File: src/rtl/hyperram_burst_ctrl.sv
// hyperram_burst_ctrl: one HyperRAM burst per accepted request (CA, latency, data, CS# recovery).
// Latency: request-to-end = 1 + 6 + L (or 2L) + BURST_BYTES + D cycles; reads add the rwds wait.
// Backpressure: ready only in IDLE; requests while busy are ignored, never queued.
module hyperram_burst_ctrl #(
  parameter int BURST_BYTES  = 4,
  parameter int ADDR_WIDTH   = 23,
  parameter int READ_TIMEOUT = 64
) (
  input  logic                     clk,
  input  logic                     rst_n,
  input  logic [ADDR_WIDTH-1:0]    address,
  input  logic [8*BURST_BYTES-1:0] data_out,
  output logic [8*BURST_BYTES-1:0] data_in,
  input  logic                     write_enable,
  input  logic [BURST_BYTES-1:0]   write_mask,
  input  logic                     reg_space,
  input  logic                     transaction_begin,
  output logic                     ready,
  output logic                     transaction_end,
  output logic                     error,
  input  logic [5:0]               wait_latency,
  input  logic [5:0]               done_latency,
  input  logic                     fixed_latency,
  input  logic                     timed_read,
  output logic [7:0]               dq_out,
  output logic                     dq_oe,
  input  logic [7:0]               dq_in,
  output logic                     rwds_out,
  output logic                     rwds_oe,
  input  logic                     rwds_in,
  output logic                     ck,
  output logic                     ck_bar,
  output logic                     cs_bar
);

  localparam int              DW       = 8 * BURST_BYTES;
  localparam int              TW       = $clog2(READ_TIMEOUT + 1);
  localparam logic [3:0]      LAST_IDX = 4'(BURST_BYTES - 1);
  localparam logic [TW-1:0]   TMO_LAST = TW'(READ_TIMEOUT - 1);

  typedef enum logic [2:0] {
    S_IDLE, S_CA, S_LAT, S_WR, S_RD0, S_RD, S_DONE
  } state_t;

  state_t            state_q, state_d;
  logic [3:0]        idx_q, idx_d;      // CA byte / data byte index within the current state
  logic [6:0]        cnt_q, cnt_d;      // shared LAT / DONE cycle counter
  logic [TW-1:0]     tmo_q, tmo_d;      // RD0 wait counter
  logic              lat2_q, lat2_d;
  logic [DW-1:0]     rdata_q, rdata_d;
  logic              err_q, err_d;
  logic              ck_q, ck_d;

  // Captured request
  logic [ADDR_WIDTH-1:0]  addr_q;
  logic [DW-1:0]          wdata_q;
  logic [BURST_BYTES-1:0] mask_q;
  logic                   we_q, reg_q, fixed_q, timed_q;
  logic [5:0]             wlat_q, dlat_q;

  logic        accept;
  logic        reg_wr;
  logic [47:0] ca_word;
  logic [7:0]  ca_byte;
  logic [7:0]  wr_byte;
  logic        wr_mask;
  logic [6:0]  lat_len, lat_tgt, done_len;

  assign accept   = (state_q == S_IDLE) && transaction_begin;
  assign reg_wr   = reg_q & we_q;
  // A programmed count of zero still means one cycle.
  assign lat_len  = (wlat_q == 6'd0) ? 7'd1 : {1'b0, wlat_q};
  assign lat_tgt  = lat2_q ? (lat_len << 1) : lat_len;
  assign done_len = (dlat_q == 6'd0) ? 7'd1 : {1'b0, dlat_q};

  assign ready           = (state_q == S_IDLE) && rst_n;
  assign data_in         = rdata_q;
  assign error           = err_q;
  assign ck              = ck_q;
  assign ck_bar          = ~ck_q;

  // Latch the whole request on accept so the bus may change during the burst.
  always_ff @(posedge clk or negedge rst_n) begin
    if (!rst_n) begin
      addr_q  <= '0;
      wdata_q <= '0;
      mask_q  <= '0;
      we_q    <= 1'b0;
      reg_q   <= 1'b0;
      fixed_q <= 1'b0;
      timed_q <= 1'b0;
      wlat_q  <= '0;
      dlat_q  <= '0;
    end else if (accept) begin
      addr_q  <= address;
      wdata_q <= data_out;
      mask_q  <= write_mask;
      we_q    <= write_enable;
      reg_q   <= reg_space;
      fixed_q <= fixed_latency;
      timed_q <= timed_read;
      wlat_q  <= wait_latency;
      dlat_q  <= done_latency;
    end
  end

  // Build the 48-bit command/address word and pick the byte for the current CA cycle.
  always_comb begin
    ca_word                        = '0;
    ca_word[47]                    = ~we_q;
    ca_word[46]                    = reg_q;
    ca_word[45]                    = 1'b1;
    ca_word[16 +: ADDR_WIDTH-3]    = addr_q[ADDR_WIDTH-1:3];
    ca_word[2:0]                   = addr_q[2:0];
    case (idx_q)
      4'd0:    ca_byte = ca_word[47:40];
      4'd1:    ca_byte = ca_word[39:32];
      4'd2:    ca_byte = ca_word[31:24];
      4'd3:    ca_byte = ca_word[23:16];
      4'd4:    ca_byte = ca_word[15:8];
      4'd5:    ca_byte = ca_word[7:0];
      default: ca_byte = 8'h00;
    endcase
  end

  // Select the write byte and its mask bit for the current data cycle.
  always_comb begin
    wr_byte = 8'h00;
    wr_mask = 1'b0;
    for (int b = 0; b < BURST_BYTES; b++) begin
      if (idx_q == 4'(b)) begin
        wr_byte = wdata_q[8*b +: 8];
        wr_mask = mask_q[b];
      end
    end
  end

  // State and datapath registers; reset aborts any burst without an end pulse.
  always_ff @(posedge clk or negedge rst_n) begin
    if (!rst_n) begin
      state_q <= S_IDLE;
      idx_q   <= '0;
      cnt_q   <= '0;
      tmo_q   <= '0;
      lat2_q  <= 1'b0;
      rdata_q <= '0;
      err_q   <= 1'b0;
      ck_q    <= 1'b0;
    end else begin
      state_q <= state_d;
      idx_q   <= idx_d;
      cnt_q   <= cnt_d;
      tmo_q   <= tmo_d;
      lat2_q  <= lat2_d;
      rdata_q <= rdata_d;
      err_q   <= err_d;
      ck_q    <= ck_d;
    end
  end

  // Next-state logic and pad/handshake outputs.
  always_comb begin
    state_d         = state_q;
    idx_d           = idx_q;
    cnt_d           = cnt_q;
    tmo_d           = tmo_q;
    lat2_d          = lat2_q;
    rdata_d         = rdata_q;
    err_d           = err_q;
    cs_bar          = 1'b1;
    dq_oe           = 1'b0;
    dq_out          = 8'h00;
    rwds_oe         = 1'b0;
    rwds_out        = 1'b0;
    transaction_end = 1'b0;

    case (state_q)
      S_IDLE: begin
        if (transaction_begin) begin
          state_d = S_CA;
          idx_d   = '0;
          lat2_d  = 1'b0;
          err_d   = 1'b0;
        end
      end
      S_CA: begin
        cs_bar = 1'b0;
        dq_oe  = 1'b1;
        dq_out = ca_byte;
        // The device signals double latency on rwds during the third CA byte.
        if (idx_q == 4'd2) lat2_d = rwds_in | fixed_q;
        if (idx_q == 4'd5) begin
          idx_d   = '0;
          cnt_d   = '0;
          state_d = reg_wr ? S_WR : S_LAT;
        end else begin
          idx_d = idx_q + 4'd1;
        end
      end
      S_LAT: begin
        cs_bar = 1'b0;
        if (cnt_q == lat_tgt - 7'd1) begin
          cnt_d   = '0;
          tmo_d   = '0;
          state_d = we_q ? S_WR : S_RD0;
        end else begin
          cnt_d = cnt_q + 7'd1;
        end
      end
      S_WR: begin
        cs_bar = 1'b0;
        dq_oe  = 1'b1;
        if (reg_wr) begin
          // Register writes carry a single 16-bit word, high byte first, no mask.
          dq_out = (idx_q == 4'd0) ? wdata_q[15:8] : wdata_q[7:0];
        end else begin
          dq_out   = wr_byte;
          rwds_oe  = 1'b1;
          rwds_out = ~wr_mask;
        end
        if (reg_wr ? (idx_q == 4'd1) : (idx_q == LAST_IDX)) begin
          idx_d   = '0;
          cnt_d   = '0;
          state_d = S_DONE;
        end else begin
          idx_d = idx_q + 4'd1;
        end
      end
      S_RD0: begin
        cs_bar = 1'b0;
        if (rwds_in || timed_q) begin
          rdata_d[7:0] = dq_in;
          idx_d        = 4'd1;
          state_d      = S_RD;
        end else if (tmo_q == TMO_LAST) begin
          err_d   = 1'b1;
          tmo_d   = '0;
          cnt_d   = '0;
          state_d = S_DONE;
        end else begin
          tmo_d = tmo_q + 1'b1;
        end
      end
      S_RD: begin
        cs_bar = 1'b0;
        for (int b = 1; b < BURST_BYTES; b++) begin
          if (idx_q == 4'(b)) rdata_d[8*b +: 8] = dq_in;
        end
        if (idx_q == LAST_IDX) begin
          idx_d   = '0;
          cnt_d   = '0;
          state_d = S_DONE;
        end else begin
          idx_d = idx_q + 4'd1;
        end
      end
      S_DONE: begin
        if (cnt_q == done_len - 7'd1) begin
          transaction_end = 1'b1;
          cnt_d           = '0;
          state_d         = S_IDLE;
        end else begin
          cnt_d = cnt_q + 7'd1;
        end
      end
      default: state_d = S_IDLE;
    endcase

    // The device clock runs only while CS# is active.
    ck_d = (state_d inside {S_CA, S_LAT, S_WR, S_RD0, S_RD}) ? ~ck_q : 1'b0;
  end

endmodule

File: config.mk
export PLATFORM = sky130hd
export DESIGN_NAME = hyperram_burst_ctrl
export DESIGN_NICKNAME = d
export VERILOG_FILES = /design/src/rtl/hyperram_burst_ctrl.sv
export SDC_FILE = /design/constraint.sdc
export NUM_CORES = 1
export LEC_CHECK = 0
export CORE_MARGIN = 2
export CORE_UTILIZATION = 58
export CTS_BUF_LIST = sky130_fd_sc_hd__clkbuf_4
export DETAILED_ROUTE_END_ITERATION = 16
export GPL_ROUTABILITY_DRIVEN = 0
export PLACE_DENSITY = 0.89
export SLEW_MARGIN = 0
export SYNTH_ARGS = -nofsm -noshare
export SYNTH_HDL_FRONTEND = slang
export SYNTH_SLANG_ARGS = --single-unit
File: constraint.sdc
create_clock -name clk -period 7.7 [get_ports clk]
set_input_delay 2.31 -clock clk [delete_from_list [all_inputs] [get_ports clk]]
set_output_delay 2.31 -clock clk [all_outputs]
set_load 0.02 [all_outputs]
Clock distribution:
Bar = 20 µm.
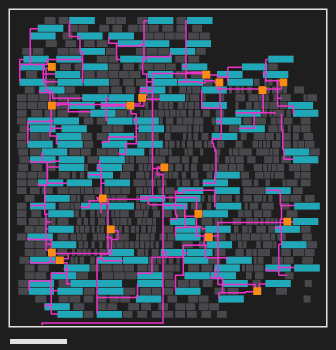
legend:
  cells driving clock nets:
    color: orange
    count: 17
  clock wires:
    color: magenta
    length: 1460 µm
  flip-flops:
    color: cyan
    count: 131
routed clock nets: 18
Clk. pwr: 0.000397 W
clock group share of total power: 0.119
setup skew after layout: 0.01508 ns
clock latency on the worst-skew pair: 0.54 ns

Cell outlines without signal wires:
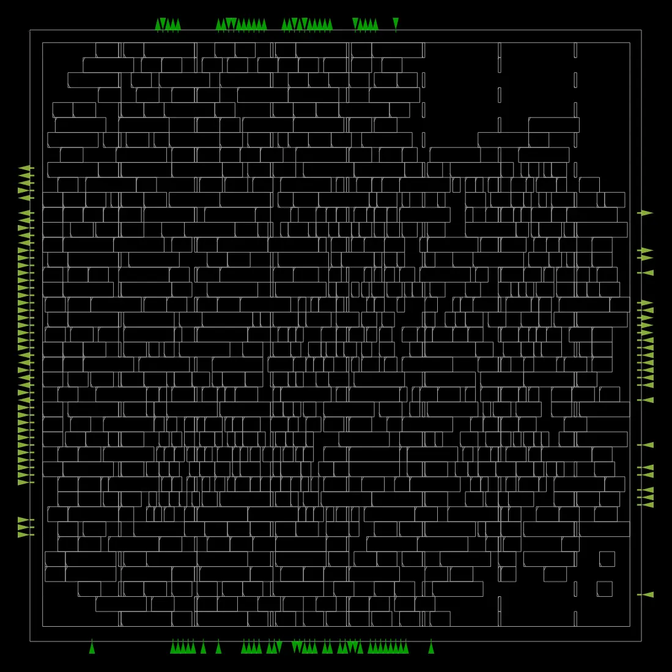
flip-flops: 131
placeable core area: 11320 µm²
sequential share of cell area: 0.3948

==> flow_summary.yaml <==
# yosys + openroad results
timing:
  worst_slew_pin_slew_ns: 1.048
yosys:
  top_cells_by_count: "sky130_fd_sc_hd__dfrtp_1 (131), sky130_fd_sc_hd__mux2_2 (104), sky130_fd_sc_hd__nand2_1 (61), sky130_fd_sc_hd__a21oi_1 (37), sky130_fd_sc_hd__nor2_1 (33)"
  synthesis.area_um2: 6654
  post-synth-top-count-cell: "sky130_fd_sc_hd__dfrtp_1"
  synth.yosys.seq_area_share: 0.4927
critical_path:
  timing.critical_path.to: "dq_out[6]"
  timing.rr.end: "cnt_q[2]"
  worst_setup_path_startpoint: "idx_q[1]"
  regToRegSetupSlack_ns: 4.37
routing:
  route.antenna.remaining_nets: 0
  dr_total_vias: 5464
outcome:
  status: "complete, no violations"
power:
  power_report.internal_total_w: 0.001926
  worst_ir_drop_vdd_mv: 0.2538
global_routing:
  antenna_found_initial: 1
cts:
  cts_hold_buffers: 0
  ctsRootBufferMaster: "sky130_fd_sc_hd__clkbuf_4"
hold_path:
  min-delay-start: "data_in[22]"
cells_and_area:
  finalNetCount: 832
floorplanning:
  initCoreUtil: 0.5878
  die_w_um: 111.1
Sequential cells grouped by signal name:
Bar = 20 µm. Other sequential cells in the stronger gray, the rest of the logic in the fainter gray.
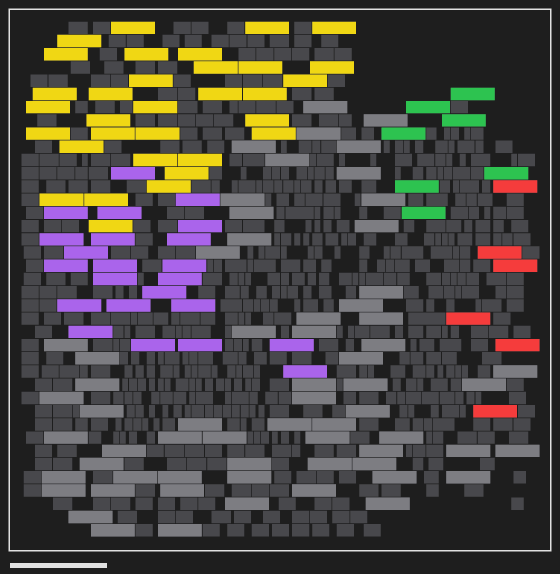
legend:
  cnt_q:
    color: green
    flops: 7
    where: top right
  addr_q:
    color: purple
    flops: 23
    where: left middle
  dlat_q:
    color: red
    flops: 6
    where: right middle
  data_in:
    color: yellow
    flops: 32
Core Util, Final: 0.7335
register cell area after layout: 3278 µm²

Cells by drive strength:
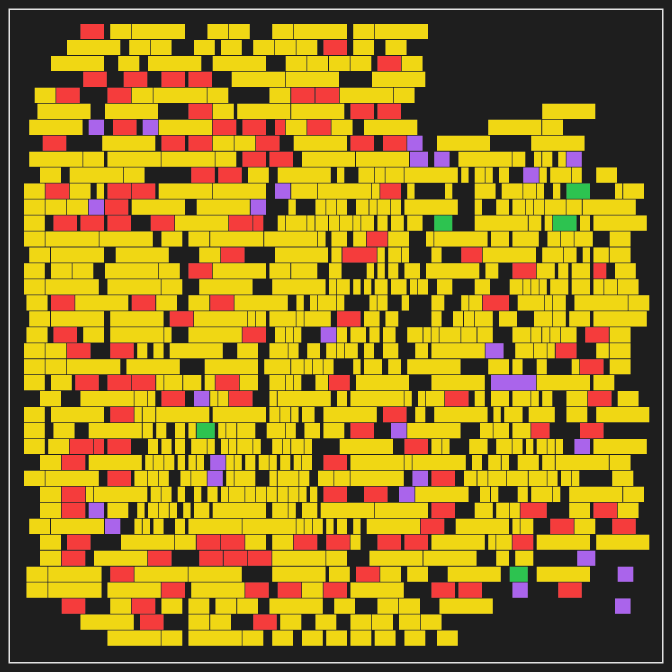
legend:
  drive 1 or less:
    color: yellow
    cells: 601
    share: 80%
    most_used: clkdlybuf4s50_1
  drive 3 to 4:
    color: purple
    cells: 26
    share: 3.5%
    most_used: clkbuf_4
  drive 2:
    color: red
    cells: 118
    share: 16%
    most_used: mux2_2
  drive 6 and up:
    color: green
    cells: 5
    share: 0.67%
    most_used: inv_6

metrics by stage:
step,hold slack (ns),instance area (µm²),instances
floorplan,0.4803,6654,615
global placement,0.4903,8066,861
detailed placement,0.4948,8066,861
CTS,0.5213,8302,893
global route,0.5292,8304,894
finish,0.5190,8304,894
state kept, by name, indices dropped and copies added (netlist names), 3 cells and up:
signal	cells
tmo_q	7
addr_q	23
data_in	32
state_q	3
wlat_q	6
wdata_q	32
dlat_q	6
idx_q	4
cnt_q	7
mask_q	4
power groups by stage:
| stage | registers [W] | clock network (W) | logic (W) |
|---|---|---|---|
| 6_report | 0.00128 | 0.000397 | 0.00165 |
| 5_1_grt | 0.00132 | 0.000437 | 0.00178 |
| 4_1_cts | 0.00128 | 0.000404 | 0.00164 |
| 3_5_place_dp | 0.00129 | 0 | 0.00163 |
| 3_3_place_gp | 0.00127 | 0 | 0.00156 |
| 2_1_floorplan | 0.00127 | 0 | 0.00107 |
worst max-delay path: stages, from the launching register on:
cell and delay, ns:
sky130_fd_sc_hd__dfrtp_1 0.43, sky130_fd_sc_hd__inv_1 0.09, sky130_fd_sc_hd__ha_1 0.43, sky130_fd_sc_hd__nor2b_1 0.62, sky130_fd_sc_hd__a22oi_1 0.17, sky130_fd_sc_hd__nor2_1 0.16, sky130_fd_sc_hd__a21oi_1 0.07, sky130_fd_sc_hd__o21ai_0 0.21
sky130_fd_sc_hd__a21oi_1 0.10, sky130_fd_sc_hd__o32ai_1 0.21, sky130_fd_sc_hd__clkdlybuf4s50_1 0.68
per-layer routing:
metal  GRT usage  vias to the layer above  wire length [µm]
li1            -                     2490                 -
met1      0.3633                     2633              6656
met2      0.4450                      281              8050
met3     0.06889                       60              1371
met4      0.1119                        0               529
met5           0                        -                 0
No activity file was given, so power comes from the tool's default toggle rates.
